===== src/rtl/picoramsoc_mailbox_pkg.sv =====
// Shared definitions for the picoramsoc mailbox: register map, STATUS/CTRL
// bit positions and the bus-side state encoding.
package picoramsoc_mailbox_pkg;

  localparam logic [3:0] MBOX_DATA   = 4'h0;
  localparam logic [3:0] MBOX_STATUS = 4'h4;
  localparam logic [3:0] MBOX_CTRL   = 4'h8;

  localparam int unsigned STAT_RX_NONEMPTY = 0;
  localparam int unsigned STAT_TX_FULL     = 1;
  localparam int unsigned STAT_IRQ_EN      = 2;
  localparam int unsigned STAT_TX_OVF      = 3;
  localparam int unsigned STAT_RX_COUNT    = 8;
  localparam int unsigned STAT_TX_COUNT    = 16;

  localparam int unsigned CTRL_IRQ_EN = 0;
  localparam int unsigned CTRL_FLUSH  = 1;

  typedef enum logic [1:0] {
    ST_IDLE  = 2'd0,
    ST_RESP  = 2'd1,
    ST_STALL = 2'd2
  } bus_state_t;

  // Assemble the read-only STATUS word from its fields.
  function automatic logic [31:0] pack_status(input logic       rx_nonempty,
                                              input logic       tx_full,
                                              input logic       irq_en,
                                              input logic       tx_ovf,
                                              input logic [7:0] rx_cnt,
                                              input logic [7:0] tx_cnt);
    logic [31:0] s;
    s = '0;
    s[STAT_RX_NONEMPTY]   = rx_nonempty;
    s[STAT_TX_FULL]       = tx_full;
    s[STAT_IRQ_EN]        = irq_en;
    s[STAT_TX_OVF]        = tx_ovf;
    s[STAT_RX_COUNT +: 8] = rx_cnt;
    s[STAT_TX_COUNT +: 8] = tx_cnt;
    return s;
  endfunction

endpackage


===== src/rtl/picoramsoc_mailbox_fifo.sv =====
// Show-ahead synchronous FIFO with flush; push into a full FIFO is accepted
// only when a pop happens in the same cycle.
module picoramsoc_mailbox_fifo #(
  parameter int unsigned DEPTH = 16,
  parameter int unsigned WIDTH = 32
) (
  input  logic                   clk,
  input  logic                   reset,
  input  logic                   push,
  input  logic                   pop,
  input  logic                   flush,
  input  logic [WIDTH-1:0]       wdata,
  output logic [WIDTH-1:0]       head,
  output logic [$clog2(DEPTH):0] count,
  output logic                   full,
  output logic                   empty
);

  localparam int unsigned AW = $clog2(DEPTH);
  localparam int unsigned CW = AW + 1;

  logic [WIDTH-1:0] mem [DEPTH];
  logic [AW-1:0]    wptr_q;
  logic [AW-1:0]    rptr_q;
  logic [CW-1:0]    count_q;
  logic             do_push;
  logic             do_pop;

  assign empty   = (count_q == '0);
  assign full    = (count_q == CW'(DEPTH));
  assign do_pop  = pop && !empty && !flush;
  assign do_push = push && (!full || do_pop) && !flush;
  assign head    = mem[rptr_q];
  assign count   = count_q;

  // Pointers wrap naturally; flush wins over any same-cycle push/pop.
  always_ff @(posedge clk) begin
    if (reset || flush) begin
      wptr_q  <= '0;
      rptr_q  <= '0;
      count_q <= '0;
    end else begin
      if (do_push) wptr_q <= wptr_q + AW'(1);
      if (do_pop)  rptr_q <= rptr_q + AW'(1);
      if (do_push && !do_pop) begin
        count_q <= count_q + CW'(1);
      end else if (do_pop && !do_push) begin
        count_q <= count_q - CW'(1);
      end
    end
  end

  always_ff @(posedge clk) begin
    if (do_push) mem[wptr_q] <= wdata;
  end

endmodule


===== src/rtl/picoramsoc_mailbox.sv =====
// iomem-bus mailbox bridging firmware to TX/RX word streams with an RX irq.
// Optional MAILBOX_BLOCKING_EN: a DATA write to a full TX FIFO stalls instead of dropping.
module picoramsoc_mailbox
  import picoramsoc_mailbox_pkg::*;
#(
  parameter logic [31:0] BASE_ADDR = 32'h0300_0000,
  parameter int unsigned DEPTH     = 16
) (
  input  logic        clk,
  input  logic        reset,
  input  logic        iomem_valid,
  output logic        iomem_ready,
  input  logic [3:0]  iomem_wstrb,
  input  logic [31:0] iomem_addr,
  input  logic [31:0] iomem_wdata,
  output logic [31:0] iomem_rdata,
  output logic        tx_valid,
  input  logic        tx_ready,
  output logic [31:0] tx_data,
  input  logic        rx_valid,
  output logic        rx_ready,
  input  logic [31:0] rx_data,
  output logic        irq
);

  localparam int unsigned CW = $clog2(DEPTH) + 1;

  bus_state_t    state_q, state_d;
  logic          ready_q;
  logic [31:0]   rdata_q, rdata_d;
  logic          irq_en_q, irq_en_d;
  logic          ovf_q, ovf_d;
  logic          irq_q;
  logic          act, hit, is_wr, flush, tx_room;
  logic [31:0]   status;

  logic          tx_push, tx_pop, tx_full, tx_empty;
  logic [CW-1:0] tx_count;
  logic [31:0]   tx_head;
  logic          rx_push, rx_pop, rx_full, rx_empty;
  logic [CW-1:0] rx_count;
  logic [31:0]   rx_head;

  assign hit     = iomem_valid && (iomem_addr[31:4] == BASE_ADDR[31:4]);
  assign is_wr   = |iomem_wstrb;
  assign tx_pop  = !tx_empty && tx_ready;
  assign rx_push = rx_valid && !rx_full;
  assign tx_room = !tx_full || tx_pop;
  assign status  = pack_status(!rx_empty, tx_full, irq_en_q, ovf_q,
                               8'(rx_count), 8'(tx_count));

  assign iomem_ready = ready_q;
  assign iomem_rdata = rdata_q;
  assign tx_valid    = !tx_empty;
  assign tx_data     = tx_empty ? '0 : tx_head;
  assign rx_ready    = !rx_full;
  assign irq         = irq_q;

  // Bus FSM: decode and perform the access on the accepting edge.
  always_comb begin
    state_d  = state_q;
    act      = 1'b0;
    rdata_d  = '0;
    tx_push  = 1'b0;
    rx_pop   = 1'b0;
    flush    = 1'b0;
    irq_en_d = irq_en_q;
    ovf_d    = ovf_q;
    case (state_q)
      ST_IDLE: begin
        if (hit) begin
          act = 1'b1;
          case (iomem_addr[3:0])
            MBOX_DATA: begin
              if (!is_wr) begin
                rdata_d = rx_empty ? '0 : rx_head;
                rx_pop  = !rx_empty;
              end else if (iomem_wstrb == 4'hF) begin
                if (tx_room) begin
                  tx_push = 1'b1;
                end else begin
`ifdef MAILBOX_BLOCKING_EN
                  act     = 1'b0;
                  state_d = ST_STALL;
`else
                  ovf_d   = 1'b1;
`endif
                end
              end
            end
            MBOX_STATUS: begin
              if (!is_wr) rdata_d = status;
              else        ovf_d   = 1'b0;
            end
            MBOX_CTRL: begin
              if (!is_wr) begin
                rdata_d[CTRL_IRQ_EN] = irq_en_q;
              end else begin
                irq_en_d = iomem_wdata[CTRL_IRQ_EN];
                flush    = iomem_wdata[CTRL_FLUSH];
              end
            end
            default: ;
          endcase
        end
      end
      ST_RESP:  state_d = ST_IDLE;
      // Waiting for the sink to free a slot; push as it drains.
      ST_STALL: begin
        if (tx_pop) begin
          act     = 1'b1;
          tx_push = 1'b1;
        end
      end
      default:  state_d = ST_IDLE;
    endcase
    if (act) state_d = ST_RESP;
  end

  always_ff @(posedge clk) begin
    if (reset) begin
      state_q  <= ST_IDLE;
      ready_q  <= 1'b0;
      rdata_q  <= '0;
      irq_en_q <= 1'b0;
      ovf_q    <= 1'b0;
      irq_q    <= 1'b0;
    end else begin
      state_q  <= state_d;
      ready_q  <= act;
      rdata_q  <= act ? rdata_d : '0;
      irq_en_q <= irq_en_d;
      ovf_q    <= ovf_d;
      irq_q    <= irq_en_q && !rx_empty;
    end
  end

  picoramsoc_mailbox_fifo #(.DEPTH(DEPTH), .WIDTH(32)) u_tx_fifo (
    .clk   (clk),
    .reset (reset),
    .push  (tx_push),
    .pop   (tx_pop),
    .flush (flush),
    .wdata (iomem_wdata),
    .head  (tx_head),
    .count (tx_count),
    .full  (tx_full),
    .empty (tx_empty)
  );

  picoramsoc_mailbox_fifo #(.DEPTH(DEPTH), .WIDTH(32)) u_rx_fifo (
    .clk   (clk),
    .reset (reset),
    .push  (rx_push),
    .pop   (rx_pop),
    .flush (flush),
    .wdata (rx_data),
    .head  (rx_head),
    .count (rx_count),
    .full  (rx_full),
    .empty (rx_empty)
  );

endmodule


===== config.mk =====
export PLATFORM = sky130hd
export DESIGN_NAME = picoramsoc_mailbox
export DESIGN_NICKNAME = d
export VERILOG_FILES = /design/src/rtl/picoramsoc_mailbox_pkg.sv /design/src/rtl/picoramsoc_mailbox_fifo.sv /design/src/rtl/picoramsoc_mailbox.sv
export SDC_FILE = /design/constraint.sdc
export NUM_CORES = 1
export LEC_CHECK = 0
export ABC_AREA = 0
export CAP_MARGIN = 10
export CORE_ASPECT_RATIO = 1.2
export CORE_UTILIZATION = 27
export CTS_CLUSTER_DIAMETER = 80
export DETAILED_ROUTE_END_ITERATION = 6
export GPL_TIMING_DRIVEN = 1
export PLACE_DENSITY_LB_ADDON = 0.3
export SLEW_MARGIN = 30
export SYNTH_ARGS = -nofsm -noshare
export SYNTH_HDL_FRONTEND = slang
export SYNTH_SLANG_ARGS = --single-unit
export TNS_END_PERCENT = 50

===== constraint.sdc =====
create_clock -name clk -period 17.3 [get_ports clk]
set_clock_uncertainty 0.05 [all_clocks]
set_input_delay 3.46 -clock clk [delete_from_list [all_inputs] [get_ports clk]]
set_output_delay 3.46 -clock clk [all_outputs]
set_load 0.005 [all_outputs]

**Metal 1**

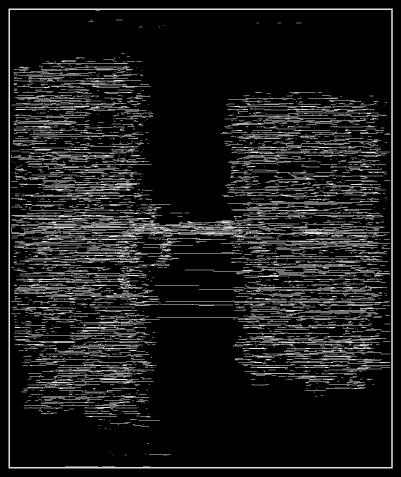
wire length on this layer = 41.8 mm
longest straight run = 129 um
share of all routed wire = 41%
main direction = horizontal

**Met2 routing**

The bar under the picture is 100 um long. Cells faint in the background.
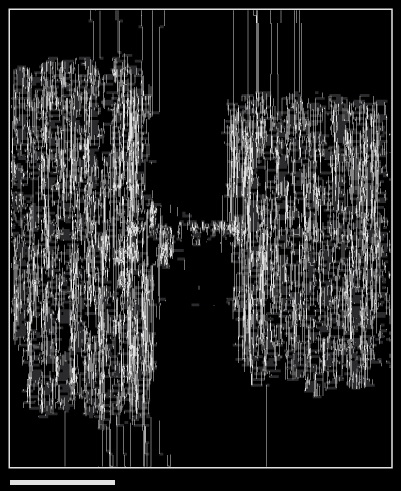
nets with wire on the layer = 2010
main direction = vertical
share of all routed wire = 50%
wire length on this layer = 50.3 mm

==> results.toml <==
# yosys + openroad results
[finish]
layout-drive-gt1-share_pct = 27.1
layout_top_cells_excl_fill_tap = "1024 x sky130_fd_sc_hd__edfxtp_1, 304 x sky130_fd_sc_hd__mux4_2, 172 x sky130_fd_sc_hd__clkdlybuf4s50_1"
postLayoutCellArea_sq_mm = 0.0502
dominant_logic_cell_type_in_the_layout = "sky130_fd_sc_hd__edfxtp_1"

[outcome]
run_status = "complete, no violations"

[sta]
final.hold.worst_slack_ns = 0.468
setup-tns-final_ns = 0
timing.final.max_slew_violations = 0
finalHoldViolCount = 0
setup_violations = 0
timing.final.crit_period_ns = 7.58
worst_pin_slew_ns = 0.929

[routing]
avgRoutedWirePerCell_um = 24.3
route.detailed.drc = 0
met3_wirelength_um = 6830
drt-total-wl_um = 101000
met2WireLength_um = 50300
drt_iter0_markers = 1678
topRoutingLayerUsed = "met5"

[setup_path]
cp_slowest_cell = "sky130_fd_sc_hd__dfxtp_4"
path_max_fanout = 48
depth_of_the_most_critical_reg_to_reg_path = 11
critical_path.endpoint_type = "primary output"
setup.reg_to_reg.worst_slack_ns = 13.67
worst-endpoint-arrival_ns = 4.07
start_kind = "register"
timing.rr.end = "u_tx_fifo.count[4]"
critical_path_class = "register to primary output"

[clocking]
clock_tree.root_cell = "sky130_fd_sc_hd__clkbuf_16"
cts_num_sinks = 1095
htree_num_levels = 3
cts_tree = "built"
numCtsBuffers = 114
clk-insertion-delay-late_ns = 0.72
cts_hold_repair.buffers = 0

[yosys]
post_synth.cell_area_avg_sq_um = 22.7
netlist.top_cell.by_area = "sky130_fd_sc_hd__edfxtp_1"
synth.cell_area_sq_mm = 0.0419
synthesis.nets = 1970
enable_flop_cells = 1024
yosysChipArea_sq_mm = 0.0419
ys_types = 59
syn_inst = 1845

[grt]
first_global_vias = 20900
grt_overflow_total = 0
antenna_found_initial = 21
grt_start_max_net_pins = 101
grt_pass1_wl_um = 146000
grt_usage_pct = 12.9

[die]
floorplan.die.width_um = 361
floorplan_utilization_pct = 27.3
std_cell_rows = 157
fp.dieH_um = 433
floorplan.core_area_sq_mm = 0.153

[min_path]
worst_hold_path.num_cells = 2
worst_hold_startpoint = "u_tx_fifo.rptr_q[1]"

[run]
log.warning_count = 34
drv_cap = 0

[placement]
post_dp_area_sq_mm = 0.0463
gpl.final_weighted_congestion = 0.728
dp_hpwl_um = 56000

[power_and_ir_drop]
power.leakage_nw = 15.0
power.density_mw_per_mm2 = 112
-- cell type report --
| cell class | instances | area [sq um] |
|---|---|---|
| repair buffers | 218 | 2140 |
| flip-flops and latches | 1095 | 32200 |
| inverters | 13 | 48.8 |
| diodes | 5 | 12.5 |
| multi-input cells | 646 | 9430 |
| fillers | 14400 | 103000 |
| clock buffers | 156 | 3150 |
| clock inverters | 57 | 716 |
| well taps | 1987 | 2490 |
-- cells by family after synthesis --
kind of cell	count (synthesis)	share of synthesized area (%)
muxes	340	17.3
buffers and inverters	104	1.05
AOI/OAI and AO/OA	64	0.941
and+or+nand+nor	204	2.90
adders and majority gates	20	0.634
DFF	1095	76.8
xor gates and xnor gates	18	0.377
-- how the worst max path moves through the flow --
stage / cells past startpoint / startpoint / end / slack, ns
6_report: 5 / register / tx_data[4] / 9.72
5_1_grt: 5 / register / tx_data[4] / 9.37
3_5_place_dp: 13 / iomem_wdata[1] / u_rx_fifo.count[4] / 9.86
3_3_place_gp: 13 / iomem_wdata[1] / u_rx_fifo.count[4] / 9.97
2_1_floorplan: 5 / iomem_wstrb[3] / u_rx_fifo.mem[0][0] / 8.92
4_1_cts: 5 / register / tx_data[4] / 9.25
-- layer usage --
layer / track usage, % / vias up
met5: 0 / -
li1: - / 8250
met4: 3.30 / 20
met1: 16.5 / 10400
met2: 21.7 / 601
met3: 3.36 / 173
-- sequential cells by signal (all words and copies together) (netlist names), named ones only --
signal / count
irq_en_q: 1
state_q: 1
u_tx_fifo.rptr_q: 4
ovf_q: 1
iomem_rdata: 32
u_rx_fifo.mem: 512
u_rx_fifo.wptr_q: 4
u_tx_fifo.count: 5
irq: 1
u_tx_fifo.mem: 512
u_rx_fifo.count: 5
u_tx_fifo.wptr_q: 4
iomem_ready: 1
u_rx_fifo.rptr_q: 4
-- synthesized netlist by cell type, types with 18 or more instances --
master and number:
sky130_fd_sc_hd__nor2b_1 22, sky130_fd_sc_hd__edfxtp_1 1024, sky130_fd_sc_hd__ha_1 18, sky130_fd_sc_hd__mux2i_1 21
sky130_fd_sc_hd__nor2_1 59, sky130_fd_sc_hd__buf_2 35, sky130_fd_sc_hd__nand2_1 20, sky130_fd_sc_hd__dfxtp_1 71
sky130_fd_sc_hd__a21oi_1 27, sky130_fd_sc_hd__mux4_2 304, sky130_fd_sc_hd__and2_1 38, sky130_fd_sc_hd__clkbuf_1 39
-- metrics by stage --
| step | cells | total power (W) | util (%) | worst slack, ns |
|---|---|---|---|---|
| after floorplan | 1845 | 0.00307 | - | 8.92 |
| after global placement | 3956 | 0.00316 | 30.2 | 9.97 |
| after detailed placement | 3958 | 0.00317 | 30.2 | 9.86 |
| after CTS | 4171 | 0.00567 | 32.7 | 9.25 |
| after global routing | 4172 | 0.00578 | 32.7 | 9.37 |
| final | 4177 | 0.00561 | 32.8 | 9.72 |
-- critical path: cells and delay by family (launching register included) --
kind | cells | cell delay [ns]
buffers and inverters | 2 | 1.17
muxes | 2 | 1.06
DFF | 1 | 0.88
and+or+nand+nor | 1 | 0.17
-- report_power, final --
part | switching (W) | internal, W | leakage, nW
Clock | 0.00102 | 0.00147 | 1.89
Combinational | 0.000101 | 0.0000696 | 3.32
Sequential | 0.0000135 | 0.00293 | 9.80
Power is estimated from default activity; no workload was simulated.
